===== src/rtl/alu_seq.sv =====
// Handshaked sequential ALU with an architectural NZVC flag register.
// Define ALU_SEQ_MUL_EN to build the iterative shift-add MUL (opcode 10).
module alu_seq #(
   parameter  int unsigned WIDTH = 16,
   localparam int unsigned SHW   = $clog2(WIDTH)
) (
   input  logic             clk,
   input  logic             rst,
   input  logic             in_valid,
   output logic             in_ready,
   input  logic [3:0]       op,
   input  logic [WIDTH-1:0] a,
   input  logic [WIDTH-1:0] b,
   input  logic             flags_ld,
   input  logic [3:0]       flags_in,
   output logic             out_valid,
   input  logic             out_ready,
   output logic [WIDTH-1:0] result,
   output logic [3:0]       nzvc
);

   localparam int unsigned W1  = WIDTH + 1;
   localparam int unsigned MSB = WIDTH - 1;

   localparam logic [3:0] OP_ADD = 4'd0;
   localparam logic [3:0] OP_SUB = 4'd1;
   localparam logic [3:0] OP_ADC = 4'd2;
   localparam logic [3:0] OP_SBC = 4'd3;
   localparam logic [3:0] OP_AND = 4'd4;
   localparam logic [3:0] OP_OR  = 4'd5;
   localparam logic [3:0] OP_XOR = 4'd6;
   localparam logic [3:0] OP_SHL = 4'd7;
   localparam logic [3:0] OP_SHR = 4'd8;
   localparam logic [3:0] OP_ASR = 4'd9;
`ifdef ALU_SEQ_MUL_EN
   localparam logic [3:0] OP_MUL = 4'd10;
   localparam int unsigned CW    = $clog2(WIDTH + 1);

   typedef enum logic [1:0] {IDLE = 2'd0, BUSY = 2'd1, DONE = 2'd2} state_t;
`else
   typedef enum logic [0:0] {IDLE = 1'b0, DONE = 1'b1} state_t;
`endif

   state_t           state_q, state_d;
   logic [WIDTH-1:0] result_q, result_d;
   logic [3:0]       nzvc_q, nzvc_d;

   logic [WIDTH-1:0] bop;
   logic             cin;
   logic [WIDTH:0]   sum;
   logic [WIDTH:0]   shl_t, shr_t, asr_t;
   logic [SHW-1:0]   s;
   logic [WIDTH-1:0] alu_res;
   logic [3:0]       alu_nzvc;
   logic             nz_wr;

`ifdef ALU_SEQ_MUL_EN
   logic [2*WIDTH-1:0] acc_q, acc_d;
   logic [WIDTH-1:0]   mcand_q, mcand_d;
   logic [CW-1:0]      cnt_q, cnt_d;
   logic [WIDTH:0]     mul_sum;

   // Add multiplicand into the upper half when the current multiplier bit is set.
   assign mul_sum = {1'b0, acc_q[2*WIDTH-1:WIDTH]} + (acc_q[0] ? {1'b0, mcand_q} : '0);
`endif

   assign s         = b[SHW-1:0];
   assign in_ready  = (state_q == IDLE) & ~flags_ld & ~rst;
   assign out_valid = (state_q == DONE);
   assign result    = result_q;
   assign nzvc      = nzvc_q;

   // Single-cycle datapath; subtraction is A + ~B + cin so C=1 means no borrow.
   always_comb begin
      bop = b;
      cin = 1'b0;
      case (op)
         OP_SUB:  begin bop = ~b; cin = 1'b1;      end
         OP_ADC:  cin = nzvc_q[0];
         OP_SBC:  begin bop = ~b; cin = nzvc_q[0]; end
         default: ;
      endcase
      sum   = {1'b0, a} + {1'b0, bop} + W1'(cin);
      shl_t = {1'b0, a} << s;
      shr_t = {a, 1'b0} >> s;
      asr_t = W1'($signed({a, 1'b0}) >>> s);

      alu_res  = '0;
      alu_nzvc = nzvc_q;
      nz_wr    = 1'b0;
      case (op)
         OP_ADD, OP_SUB, OP_ADC, OP_SBC: begin
            alu_res     = sum[WIDTH-1:0];
            nz_wr       = 1'b1;
            alu_nzvc[1] = (a[MSB] == bop[MSB]) && (sum[MSB] != a[MSB]);
            alu_nzvc[0] = sum[WIDTH];
         end
         OP_AND: begin alu_res = a & b; nz_wr = 1'b1; end
         OP_OR:  begin alu_res = a | b; nz_wr = 1'b1; end
         OP_XOR: begin alu_res = a ^ b; nz_wr = 1'b1; end
         OP_SHL: begin
            alu_res = shl_t[WIDTH-1:0];
            nz_wr   = 1'b1;
            if (s != '0) alu_nzvc[0] = shl_t[WIDTH];
         end
         OP_SHR: begin
            alu_res = shr_t[WIDTH:1];
            nz_wr   = 1'b1;
            if (s != '0) alu_nzvc[0] = shr_t[0];
         end
         OP_ASR: begin
            alu_res = asr_t[WIDTH:1];
            nz_wr   = 1'b1;
            if (s != '0) alu_nzvc[0] = asr_t[0];
         end
         default: ;
      endcase
      if (nz_wr) begin
         alu_nzvc[3] = alu_res[MSB];
         alu_nzvc[2] = (alu_res == '0);
      end
   end

   // Next-state and register-update logic.
   always_comb begin
      state_d  = state_q;
      result_d = result_q;
      nzvc_d   = nzvc_q;
`ifdef ALU_SEQ_MUL_EN
      acc_d    = acc_q;
      mcand_d  = mcand_q;
      cnt_d    = cnt_q;
`endif
      case (state_q)
         IDLE: begin
            if (flags_ld) begin
               nzvc_d = flags_in;
            end else if (in_valid && in_ready) begin
`ifdef ALU_SEQ_MUL_EN
               if (op == OP_MUL) begin
                  state_d = BUSY;
                  acc_d   = {{WIDTH{1'b0}}, b};
                  mcand_d = a;
                  cnt_d   = '0;
               end else
`endif
               begin
                  state_d  = DONE;
                  result_d = alu_res;
                  nzvc_d   = alu_nzvc;
               end
            end
         end
`ifdef ALU_SEQ_MUL_EN
         // WIDTH shift-add steps, then one cycle to publish product and flags.
         BUSY: begin
            if (cnt_q == CW'(WIDTH)) begin
               state_d  = DONE;
               result_d = acc_q[WIDTH-1:0];
               nzvc_d   = {acc_q[MSB], (acc_q[WIDTH-1:0] == '0), 1'b0,
                           |acc_q[2*WIDTH-1:WIDTH]};
            end else begin
               acc_d = {mul_sum, acc_q[WIDTH-1:1]};
               cnt_d = cnt_q + CW'(1);
            end
         end
`endif
         DONE: begin
            if (out_ready) state_d = IDLE;
         end
         default: state_d = IDLE;
      endcase
   end

   always_ff @(posedge clk) begin
      if (rst) begin
         state_q  <= IDLE;
         result_q <= '0;
         nzvc_q   <= 4'b0000;
`ifdef ALU_SEQ_MUL_EN
         acc_q    <= '0;
         mcand_q  <= '0;
         cnt_q    <= '0;
`endif
      end else begin
         state_q  <= state_d;
         result_q <= result_d;
         nzvc_q   <= nzvc_d;
`ifdef ALU_SEQ_MUL_EN
         acc_q    <= acc_d;
         mcand_q  <= mcand_d;
         cnt_q    <= cnt_d;
`endif
      end
   end

endmodule


===== config.mk =====
export PLATFORM = sky130hd
export DESIGN_NAME = alu_seq
export DESIGN_NICKNAME = d
export VERILOG_FILES = /design/src/rtl/alu_seq.sv
export SDC_FILE = /design/constraint.sdc
export NUM_CORES = 1
export LEC_CHECK = 0
export CAP_MARGIN = 20
export CORE_ASPECT_RATIO = 1.2
export CORE_UTILIZATION = 60
export CTS_CLUSTER_DIAMETER = 40
export DETAILED_ROUTE_END_ITERATION = 7
export DONT_BUFFER_PORTS = 1
export HOLD_SLACK_MARGIN = 0.06
export MAX_ROUTING_LAYER = met4
export PLACE_DENSITY = 0.79
export RECOVER_POWER = 50
export SYNTH_ARGS = -nofsm -noshare
export SYNTH_HDL_FRONTEND = slang
export SYNTH_SLANG_ARGS = --single-unit
export TNS_END_PERCENT = 5

===== constraint.sdc =====
create_clock -name clk -period 15.1 [get_ports clk]
set_input_delay 4.53 -clock clk [delete_from_list [all_inputs] [get_ports clk]]
set_output_delay 4.53 -clock clk [all_outputs]
set_load 0.02 [all_outputs]

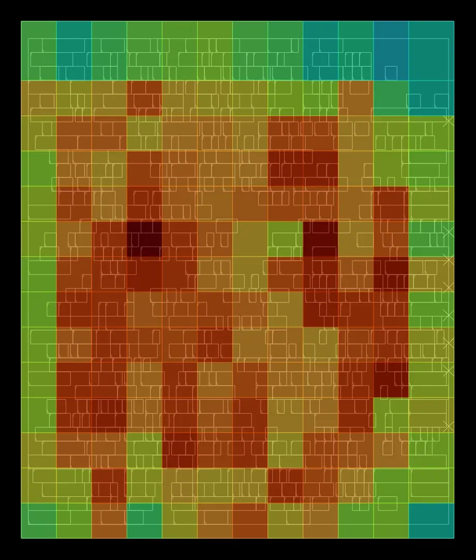
Fig. 1. Track usage over the die (run 1).
Global Route met2 Usage: 0.6573
fin util: 0.6171
overall global routing resource usage: 0.3960
met3 GRT Util: 0.03423
GR peak layer: met2

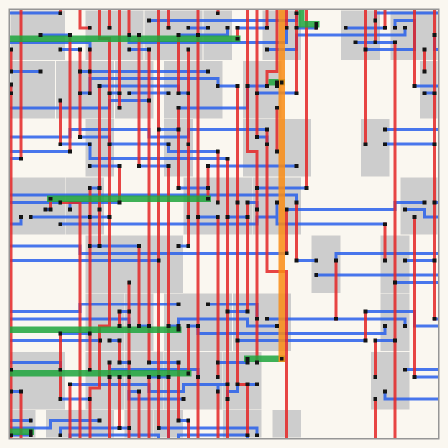
Fig. 2. Close-up of the layout (run 1).
Window x 54 to 74, y 15 to 35 um. Cells in grey, sequential cells in the stronger grey; small squares are vias.
orange -> metal 4
green -> metal 3
red -> metal 2
blue -> metal 1
cells with their middle in the window = 35
sequential cells in the window = 0
most frequent = nor2_1 (7), nor3_1 (4)

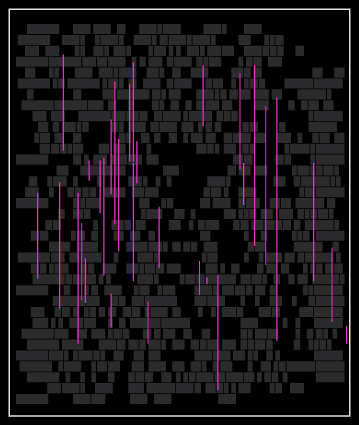
Fig. 3. Signal wires on met4 (run 1).
Drawn at 4 px/um.
wire length on this layer = 672 um
longest straight run = 60.5 um
share of all routed wire = 4.0%

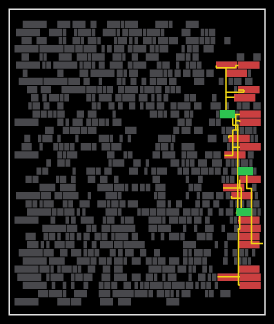
Fig. 4. Clock distribution (run 1).
Drawn at 3 px/um.
red -> flip-flops  # count 21
green -> clock drivers  # count 3
yellow -> clock wires  # length 200 um
routed clock nets = 4

-- run 1: worst max-delay path by stage --
stage,end,cells after the start
global placement,in_ready,1
global route,in_ready,1
detailed placement,in_ready,1
CTS,in_ready,1
finish,in_ready,1
floorplan,in_ready,2
-- run 1: cell families (layout without fill, tap and decap cells) --
kind of cell,after synthesis,count (layout),synth area share
muxes,62,62,0.1884
xor gates and xnor gates,22,22,0.03906
buffers and inverters,104,52,0.09079
adders and majority gates,50,50,0.1299
and+or+nand+nor,216,216,0.2222
DFF,21,21,0.08521
AOI/OAI and AO/OA,179,179,0.2445
-- run 1: per-layer routing --
metal | GRT usage | vias up | wire [um]
met4 | 0.1578 | 0 | 672
met1 | 0.5002 | 2351 | 6703
met5 | - | - | 0
met2 | 0.6573 | 308 | 7734
li1 | - | 2299 | -
met3 | 0.03423 | 64 | 1568
-- run 1: registers in the layout, indices dropped and copies added, names as in the netlist --
signal	cells
result	16
out_valid	1
nzvc	4
-- run 1: through the flow --
step	util	cells	hold WS, ps	instance area (um2)
final	0.6171	694	550.7	4837
after global routing	0.6171	694	588.8	4837
after CTS	0.6171	694	555.7	4837
after detailed placement	0.6113	690	546.5	4792
after global placement	0.6113	690	543.6	4792
after floorplan	-	654	534.5	4933
-- run 1: synthesized netlist by cell type (3+ instances only) --
| cell | instances |
|---|---|
| o31ai_1 | 3 |
| a2111oi_0 | 3 |
| and2_1 | 6 |
| nor3_1 | 14 |
| a21oi_1 | 46 |
| dfxtp_1 | 21 |
| or2_2 | 4 |
| o21ai_0 | 32 |
| o21bai_1 | 4 |
| o211a_1 | 3 |
| o211ai_1 | 14 |
| o21ai_1 | 3 |
| nand2_1 | 55 |
| nor3b_1 | 4 |
| o22ai_1 | 7 |
| and3_1 | 4 |
| a31oi_1 | 4 |
| nand3_1 | 17 |
| inv_1 | 43 |
| mux2_2 | 5 |
| ha_1 | 48 |
| a2111o_1 | 3 |
| nand4_1 | 5 |
| nand2b_1 | 21 |
| o21a_1 | 5 |
| nand3b_1 | 10 |
| nor2b_1 | 6 |
| nor2_1 | 52 |
| nor4_1 | 6 |
| o221ai_1 | 4 |
| buf_2 | 15 |
| mux4_2 | 23 |
| buf_1 | 3 |
| clkbuf_1 | 36 |
| xnor2_1 | 22 |
| mux2_4 | 3 |
| a21o_1 | 4 |
| a211oi_1 | 15 |
| o2111ai_1 | 5 |
| mux2i_1 | 31 |
-- run 1: final cells by class --
| type | instances | area (um2) | area share |
|---|---|---|---|
| multi-input cells | 529 | 4065 | 0.8404 |
| flip-flops and latches | 21 | 420.4 | 0.08691 |
| inverters | 45 | 168.9 | 0.03492 |
| well taps | 92 | 115.1 | 0.02380 |
| clock buffers | 4 | 45.04 | 0.009312 |
| repair buffers | 3 | 22.52 | 0.004656 |
-- run 1: where the power goes --
group / internal [W] / switching [W] / total (W)
sequential: 0.0000586 / 0.00000610 / 0.0000647
combinational: 0.0000637 / 0.0000827 / 0.000146
clock: 0.0000188 / 0.0000164 / 0.0000352
==> results.py, run 1 <==
# Synthesis and PnR figures
metrics = {
    "clock_tree": {
        "cts_tree": "yes",
        "cts.repair.resized": 0,
        "clock-sinks": 21,
        "clock-root-buffer": "clkbuf_8",
        "numCtsBuffers": 3,
        "ctsHoldBuffers": 0,
        "clk_latency_ps": 260,
        "cts.reportedPaths.clkPinSlew_ps": 60,
        "htree_levels": 1,
        "cts_setup_buffers": 0,
        "clock_path_buffers": 2,
    },
    "final_timing": {
        "final.min_clock_period_ps": 9686,
        "rsz0062_at_grt": "no",
        "hold_viol_final": 0,
        "setup_ws_ps": 5414,
        "finalClockPeriodUsage": 0.6414,
        "worst_pin_slew_ps": 1013,
        "finalSetupViolCount": 0,
        "drv_slew": 0,
        "fin_tns_setup_ps": 0,
        "relSlewSlack": 0.3244,
        "fmax_mhz": 103.2,
        "skew_ps": 2.740,
    },
    "hold_path": {
        "min_path_cells": 2,
        "hold_end": "result[8]",
        "hp-class": "reg2reg",
        "min_from": "result[8]",
    },
    "drt": {
        "drt_iter0_markers": 539,
        "wirelength_mm": 16.68,
        "ant_nets": 0,
        "dr.pass1.iters": 8,
        "avgViaCountPerCell": 7.236,
        "wl_per_cell_um": 24.03,
        "drc": 8,
        "vias": 5022,
    },
    "setup_path": {
        "cp_data_arrival_time_ps": 5160,
        "slowest_stage": "nor3_1",
        "crit_path_end_kind": "output pin",
        "rr_worst_depth": 12,
        "cp-start-kind": "input pin",
        "regToRegStartpoint": "nzvc[0]",
        "crit_fanout": 10,
        "critPathLaunch": "flags_ld",
        "rrSetupSlack_ps": 11490,
        "cpPeakStageDelay_ps": 620,
        "cp_top_family": "simple AND/OR/NAND/NOR gates",
        "required_ps": 10570,
        "path_class": "in2out",
        "cp_cell_sequence": "nor3_1",
        "crit_buf_inv": 0,
        "r2r-end": "nzvc[2]",
    },
    "synthesis": {
        "yosysUniqueCellTypes": 72,
        "postSynthCellCount": 654,
        "syn_area_um2": 4933,
        "postSynthSeqShare": 0.08521,
        "edf_count": 0,
        "numSynthFlops": 21,
        "yosysTopAreaCell": "ha_1",
        "ys_area_um2": 4933,
        "topCellsByArea": "ha_1 (12%), mux4_2 (10%), dfxtp_1 (8.5%), mux2i_1 (6.3%), a21oi_1 (4.7%)",
        "synth_nets": 749,
        "async_flop_share": 0,
        "flop_cell": "dfxtp_1",
        "top_area_frac": 0.1217,
        "yosysWarningCount": 0,
        "avgSynthCellArea_um2": 7.544,
        "yosysCellCount": 654,
    },
    "flow_run": {
        "log.warning_count": 43,
        "drv_cap": 0,
    },
    "placed_design": {
        "hpwl_mm": 12.60,
        "globalplace.congestion": 1.016,
        "place_ws_ps": 5414,
        "io_buffers": 0,
    },
    "layout": {
        "lay_top_count": "nand2_1",
        "layout-drive-gt1-share": 0.07475,
        "nets": 698,
        "area_growth_pct": -1.953,
        "fill_cells": 729,
        "layout_top_cells": "nand2_1 (55), nor2_1 (52), ha_1 (48), a21oi_1 (46), inv_1 (43)",
        "antenna_cells": 0,
    },
    "power_and_ir_drop": {
        "peakVddDrop_uv": 27.33,
        "p_leak_nw": 1.993,
        "cellPowerDensity_nw_per_um2": 50.92,
        "power_w": 0.0002463,
    },
    "global_routing": {
        "grt_pass1_wl_mm": 25.59,
        "grt_pass1_vias": 4731,
        "overflow": 0,
        "antenna_found_initial": 0,
        "grt_max_degree": 52,
    },
    "floorplan": {
        "rows": 35,
        "initial_core_util": 0.6294,
        "num_io_pins": 67,
        "die_w_um": 84.78,
        "core_um2": 7839,
        "die_h_um": 101.3,
        "die-area_um2": 8590,
    },
    "run_status": {
        "violations": "design-rule violations",
        "outcome": "finished, violations left",
    },
}
Fig. 5: run 1, signal wires by layer
Drawn at 4 px/um.
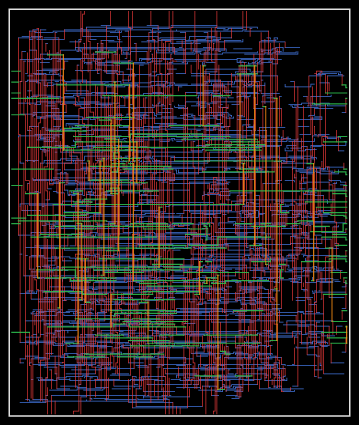

==> inputs of run 2 (changes only) <==
--- a/config.mk
+++ b/config.mk
@@ -13,7 +13,7 @@
 export DONT_BUFFER_PORTS = 1
 export HOLD_SLACK_MARGIN = 0.06
 export MAX_ROUTING_LAYER = met4
-export PLACE_DENSITY = 0.79
+export PLACE_DENSITY = 0.82
 export RECOVER_POWER = 50
 export SYNTH_ARGS = -nofsm -noshare
 export SYNTH_HDL_FRONTEND = slang
==> constraint.sdc (replaced) <==
create_clock -name clk -period 8.9 [get_ports clk]
set_input_delay 2.67 -clock clk [delete_from_list [all_inputs] [get_ports clk]]
set_output_delay 2.67 -clock clk [all_outputs]
set_load 0.02 [all_outputs]
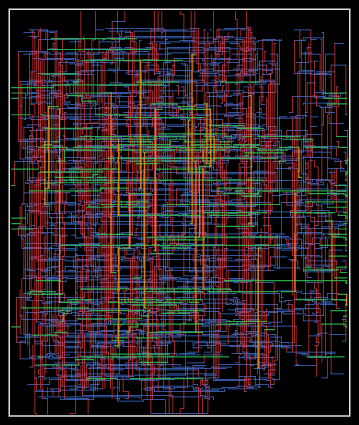
Fig. 6. Signal wires by layer (run 2).
Drawn at 4 px/um.
orange -> metal 4  # wire length 606 um
green -> metal 3  # wire length 1620 um
blue -> metal 1  # wire length 6630 um
red -> metal 2  # wire length 8030 um

==> run 2 against run 1 <==
Against the previous run:
- hold slack gained 8.7 ps
- highest routed layer unchanged
- global-route usage grew 0.89 points
- utilization grew 0.096 points
- non-clock buffer count grew 1
- worst setup slack lost 3300 ps
- first-iteration DRC count grew 6.7%
- the flow still finishes with violations (design-rule violations)
- clock power grew 66%
- sequential cell count is the same
- total power grew 70%
- critical path type is now in2reg
- routed wire length grew 1.3%
==> results.py, run 2 <==
# Synthesis and PnR figures
metrics = {
    "final_timing": {
        "worst_pin_slew_ps": 1112,
        "fmax_mhz": 148.0,
        "hold_viol_final": 0,
        "fin_tns_setup_ps": 0,
        "drv_slew": 0,
        "finalSetupViolCount": 0,
        "final.min_clock_period_ps": 6757,
        "finalClockPeriodUsage": 0.7593,
        "rsz0062_at_grt": "no",
        "skew_ps": 2.794,
        "setup_ws_ps": 2143,
        "relSlewSlack": 0.2557,
    },
    "placed_design": {
        "placed_area_um2": 4800,
        "globalplace.congestion": 1.088,
        "hpwl_mm": 12.90,
        "place_ws_ps": 1984,
        "dp.cells": 691,
        "io_buffers": 0,
    },
    "layout": {
        "fill_cells": 749,
        "nets": 699,
        "comb_area_um2": 4065,
        "instances_no_fill": 695,
        "largest_reg_flops": 16,
        "final_area_um2": 4845,
        "lay_top_count": "nand2_1",
        "layout_top_cells": "nand2_1 (55), nor2_1 (52), ha_1 (48), a21oi_1 (46), inv_1 (43)",
        "layout-drive-gt1-share": 0.07629,
        "regArea_um2": 420.4,
        "area_growth_pct": -1.801,
        "antenna_cells": 0,
    },
    "drt": {
        "drc": 8,
        "dr.pass1.iters": 8,
        "drt_iter0_markers": 575,
        "ant_nets": 0,
        "wirelength_mm": 16.89,
        "avgViaCountPerCell": 7.329,
        "vias": 5094,
        "wl_per_cell_um": 24.30,
    },
    "floorplan": {
        "core_um2": 7839,
        "initial_core_util": 0.6294,
        "die_w_um": 84.78,
        "rows": 35,
        "die_h_um": 101.3,
        "num_io_pins": 67,
        "die-area_um2": 8590,
    },
    "clock_tree": {
        "cts_setup_buffers": 0,
        "cts.repair.resized": 0,
        "numCtsBuffers": 3,
        "cts_tree": "yes",
        "htree_levels": 1,
        "cts.reportedPaths.clkPinSlew_ps": 70,
        "clock_path_buffers": 2,
        "clk_latency_ps": 250,
        "clock-root-buffer": "clkbuf_8",
        "clock-sinks": 21,
        "ctsHoldBuffers": 0,
    },
    "synthesis": {
        "yosysCellCount": 654,
        "top_cell": "nand2_1",
        "yosysWarningCount": 0,
        "synth_nets": 749,
        "syn_area_um2": 4933,
        "common_cells": "nand2_1 (55), nor2_1 (52), ha_1 (48)",
        "numSynthFlops": 21,
        "topCellsByArea": "ha_1 (12%), mux4_2 (10%), dfxtp_1 (8.5%), mux2i_1 (6.3%), a21oi_1 (4.7%)",
        "edf_count": 0,
        "avgSynthCellArea_um2": 7.544,
        "flop_cell": "dfxtp_1",
        "async_flop_share": 0,
        "yosysUniqueCellTypes": 72,
        "postSynthSeqShare": 0.08521,
        "top_area_frac": 0.1217,
        "ys_area_um2": 4933,
        "postSynthCellCount": 654,
        "yosysTopAreaCell": "ha_1",
    },
    "run_status": {
        "outcome": "finished, violations left",
        "violations": "design-rule violations",
    },
    "setup_path": {
        "regToRegStartpoint": "nzvc[0]",
        "cp_data_arrival_time_ps": 6940,
        "cp_cell_sequence": "nor2_1 -> and2_1 -> xnor2_1 -> fa_1 -> fa_1 -> a211oi_1 -> o31ai_1 -> o21ai_0 -> xnor2_1 -> a221o_1 -> nor4_1 -> nand4b_1 -> o21ai_1",
        "r2r-end": "nzvc[2]",
        "slowest_stage": "nor2_1",
        "cp-start-kind": "input pin",
        "rr_worst_depth": 12,
        "required_ps": 9080,
        "path_class": "in2reg",
        "crit_buf_inv": 0,
        "crit_path_end_kind": "flip-flop",
        "cp_top_family": "simple AND/OR/NAND/NOR gates",
        "cpPeakStageDelay_ps": 830,
        "crit_fanout": 14,
        "rrSetupSlack_ps": 5300,
    },
    "global_routing": {
        "grt_max_degree": 52,
        "grt_pass1_vias": 4755,
        "overflow": 0,
        "grt_pass1_wl_mm": 26.30,
        "track_usage": 0.4050,
        "antenna_found_initial": 0,
    },
    "flow_run": {
        "drv_cap": 0,
        "log.warning_count": 43,
    },
    "power_and_ir_drop": {
        "power_w": 0.0004186,
        "peakVddDrop_uv": 45.03,
        "cellPowerDensity_nw_per_um2": 86.41,
        "p_leak_nw": 1.998,
    },
    "hold_path": {
        "min_path_cells": 2,
        "hold_end": "result[8]",
        "min_from": "result[8]",
        "hp-class": "reg2reg",
    },
}
-- run 2: cell count changes in the layout (fill, tap and decap cells not counted), sizes merged --
cell  change
buf       +1
-- run 2: worst max path at each step --
stage               cells past startpoint  endpoint  slack (ps)  start
detailed placement                     13   nzvc[2]        1980  op[2]
CTS                                    13   nzvc[2]        2210  op[2]
floorplan                              16   nzvc[2]        2480  op[2]
global placement                       13   nzvc[2]        2100  op[2]
global route                           13   nzvc[2]        1930  op[2]
finish                                 13   nzvc[2]        2140  op[2]
-- run 2: metrics by stage --
stage                     utilization  hold slack, ps
after floorplan                     -           534.5
after global placement         0.6123           541.0
after detailed placement       0.6123           545.4
after CTS                      0.6180           554.8
after global routing           0.6180           592.5
final                          0.6180           559.4
-- run 2: logic make-up after synthesis --
group | after synthesis | synth area share
xor gates and xnor gates | 22 | 0.03906
buffers and inverters | 104 | 0.09079
and+or+nand+nor | 216 | 0.2222
AOI/OAI and AO/OA | 179 | 0.2445
muxes | 62 | 0.1884
DFF | 21 | 0.08521
adders and majority gates | 50 | 0.1299
-- run 2: routing by layer --
metal  track usage  share of wire  up-vias
li1              -              -     2294
met1        0.5098           0.39     2402
met2        0.6723           0.48      344
met3       0.05216          0.096       54
met4        0.1395          0.036        0
met5             -              0        -
-- run 2: power by group --
group          total [W]  internal [W]  switching [W]
clock          0.0000583     0.0000317      0.0000266
sequential      0.000110     0.0000994      0.0000104
combinational   0.000251      0.000109       0.000142
total           0.000419      0.000240       0.000179
-- run 2: tightest hold or removal path: stages, from the launching register on --
cell     delay [ps]
dfxtp_1         380
nand2_1          90
a21oi_1          60
-- run 2: area by class of cell --
| class | count | area share |
|---|---|---|
| multi-input combinational | 529 | 0.8391 |
| tap | 92 | 0.02376 |
| clock buffer | 4 | 0.009298 |
| inverter | 45 | 0.03487 |
| timing repair buffer | 4 | 0.006198 |
| sequential | 21 | 0.08678 |
Fig. 7: run 2, close-up of the layout
Window x 54 to 74, y 15 to 35 um. Cells in grey, sequential cells in the stronger grey; small squares are vias.
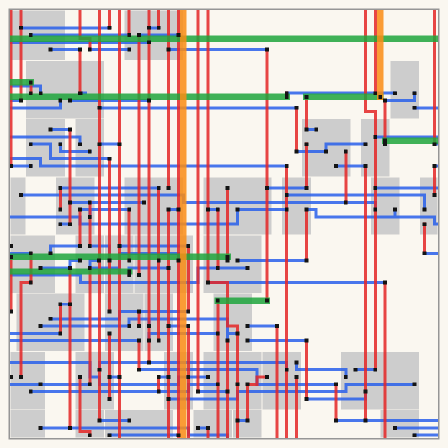

==> inputs of run 3 (changes only) <==
--- a/config.mk
+++ b/config.mk
@@ -13,7 +13,7 @@
 export DONT_BUFFER_PORTS = 1
 export HOLD_SLACK_MARGIN = 0.06
 export MAX_ROUTING_LAYER = met4
-export PLACE_DENSITY = 0.82
+export PLACE_DENSITY = 0.79
 export RECOVER_POWER = 50
 export SYNTH_ARGS = -nofsm -noshare
 export SYNTH_HDL_FRONTEND = slang
==> constraint.sdc (replaced) <==
create_clock -name clk -period 6.35 [get_ports clk]
set_input_delay 1.905 -clock clk [delete_from_list [all_inputs] [get_ports clk]]
set_output_delay 1.905 -clock clk [all_outputs]
set_load 0.02 [all_outputs]
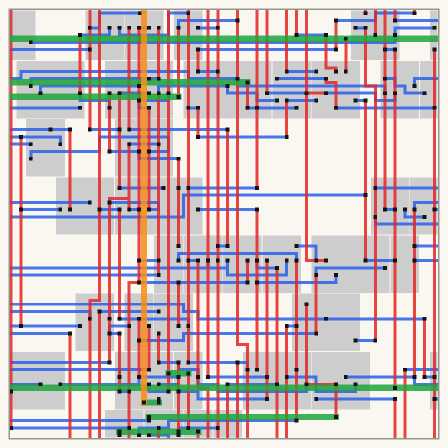
Fig. 8. Close-up of the layout (run 3).
Window x 54 to 74, y 15 to 35 um. Cells in grey, sequential cells in the stronger grey; small squares are vias.
orange -> metal 4
red -> metal 2
blue -> metal 1
green -> metal 3
cells with their middle in the window = 34
most frequent = a21oi_1 (6), nor2_1 (5)
sequential cells in the window = 0

==> run 3 against run 2 <==
Against the previous run:
- the flow still finishes with violations (design-rule violations)
- synthesized cell count unchanged
- clock skew decreased by 1.0 ps
- routed wire length increased by 0.52%
- critical path depth increased by 1
- design area increased by 0.34%
- register-to-register slack got worse by 2500 ps
- sequential cell count unchanged
- global-route usage increased by 0.33 points
- sequential power increased by about 40%
- utilization increased by 0.21 points
- critical endpoint unchanged
- largest cell class unchanged
- largest power group unchanged
==> results.py, run 3 <==
# Synthesis and PnR figures
metrics = {
    "run_status": {
        "outcome": "finished, violations left",
        "violations": "design-rule violations",
    },
    "final_timing": {
        "fmax_mhz": 187.1,
        "setup_ws_ps": 1004,
        "hold_viol_final": 0,
        "fin_tns_setup_ps": 0,
        "skew_ps": 1.782,
        "worst_pin_slew_ps": 834.3,
        "drv_slew": 0,
        "relSlewSlack": 0.4426,
        "finalSetupViolCount": 0,
    },
    "power_and_ir_drop": {
        "power.share.clock": 0.142,
        "p_switching_w": 0.0002533,
        "pwr-share-comb": 0.596,
        "p_int_w": 0.0003357,
        "p_sw_frac": 0.4300,
        "pwr-share-seq": 0.261,
        "cellPowerDensity_nw_per_um2": 121.2,
        "peakVddDrop_uv": 52.55,
        "p_leak_nw": 2.011,
    },
    "flow_run": {
        "drv_cap": 0,
    },
    "placed_design": {
        "io_buffers": 0,
        "globalplace.congestion": 1.055,
        "dp.cells": 693,
        "hpwl_mm": 13.06,
    },
    "setup_path": {
        "path_class": "in2reg",
        "cp-start-kind": "input pin",
        "crit_path_end_kind": "flip-flop",
        "required_ps": 6550,
    },
    "clock_tree": {
        "clock-root-buffer": "clkbuf_8",
        "cts.repair.resized": 0,
        "cts_tree": "yes",
        "numCtsBuffers": 3,
        "clock-sinks": 21,
        "clock_path_buffers": 2,
        "ctsHoldBuffers": 0,
        "htree_levels": 1,
        "cts_setup_buffers": 0,
    },
    "layout": {
        "area_growth_pct": -1.471,
        "lay_top_count": "nand2_1",
        "instances_no_fill": 697,
        "largest_reg_flops": 16,
        "utilization": 0.6201,
        "final_area_um2": 4861,
        "fill_cells": 673,
    },
    "synthesis": {
        "yosysWarningCount": 0,
        "ys_area_um2": 4933,
        "yosysUniqueCellTypes": 72,
        "edf_count": 0,
        "synth_nets": 749,
        "common_cells": "nand2_1 (55), nor2_1 (52), ha_1 (48)",
        "avgSynthCellArea_um2": 7.544,
        "postSynthCellCount": 654,
        "async_flop_share": 0,
    },
    "global_routing": {
        "track_usage": 0.4083,
        "overflow": 0,
        "grt_pass1_vias": 4749,
        "grt_pass1_wl_mm": 26.28,
        "antenna_found_initial": 0,
    },
    "drt": {
        "wirelength_mm": 16.98,
        "drc": 8,
        "vias": 5079,
        "dr.pass1.iters": 8,
        "drt_iter0_markers": 560,
        "wl_per_cell_um": 24.36,
        "avgViaCountPerCell": 7.287,
    },
    "floorplan": {
        "rows": 35,
        "core_um2": 7839,
        "die-area_um2": 8590,
        "num_io_pins": 67,
        "initial_core_util": 0.6294,
        "die_h_um": 101.3,
        "die_w_um": 84.78,
    },
}
## run 3: cell counts after synthesis
Identical to the previous run, type by type.
## run 3: critical path, cell delays in order
cell	delay, ps
nor2_1	80
buf_4	210
and2_1	420
xnor2_1	140
fa_1	420
fa_1	470
a211oi_1	360
o31ai_1	240
a2111o_1	430
a21oi_1	140
o31ai_1	110
nor4_1	330
nand4b_1	130
o21ai_1	140
## run 3: path summary, 6_finish.rpt
path / from / endpoint / slack, ps / cells past startpoint
max: op[2] / nzvc[2] / 1000 / 14
min: result[8] / result[8] / 570 / 2
max reg2reg: nzvc[0] / nzvc[2] / 2830 / 12
min reg2reg: result[8] / result[8] / 570 / 2
## run 3: stage by stage
step                       power, W  hold slack, ps
after global placement    0.0004936           539.5
after floorplan           0.0004487           534.5
after global routing      0.0006250           583.1
after CTS                 0.0005798           562.8
after detailed placement  0.0004959           554.5
final                     0.0005890           567.7
## run 3: kinds of logic (layout without fill, tap and decap cells)
group / count (synthesis) / after routing / share of synthesized area
compound gates: 179 / 179 / 0.2445
fa+ha+maj: 50 / 50 / 0.1299
simple gates: 216 / 216 / 0.2222
mux: 62 / 62 / 0.1884
xor+xnor: 22 / 22 / 0.03906
flops: 21 / 21 / 0.08521
buf+inv: 104 / 55 / 0.09079
## run 3: power groups by stage
stage | sequential (W) | combinational (W) | clock [W]
after floorplan | 0.000155 | 0.000293 | 0
after global placement | 0.000157 | 0.000337 | 0
after detailed placement | 0.000157 | 0.000339 | 0
after CTS | 0.000154 | 0.000342 | 0.0000841
after global routing | 0.000155 | 0.000379 | 0.0000913
final | 0.000154 | 0.000351 | 0.0000837
## run 3: final cells by class
cell class / count / area [um2] / share of cell area
Multi-Input combinational cell: 529 / 4065 / 0.8363
Inverter: 45 / 168.9 / 0.03475
Clock buffer: 3 / 41.29 / 0.008494
Clock inverter: 1 / 5.005 / 0.001030
Sequential cell: 21 / 420.4 / 0.08649
Tap cell: 92 / 115.1 / 0.02368
Timing Repair Buffer: 6 / 45.04 / 0.009266
## run 3: metal layers
layer  vias up  global-route usage  routed length [um]
met3        46             0.02934                1488
met2       346              0.6948                8062
met1      2384              0.5184                6878
met5         -                   -                   0
met4         0              0.1291                 549
li1       2303                   -                   -
Power is estimated from default activity; no workload was simulated.
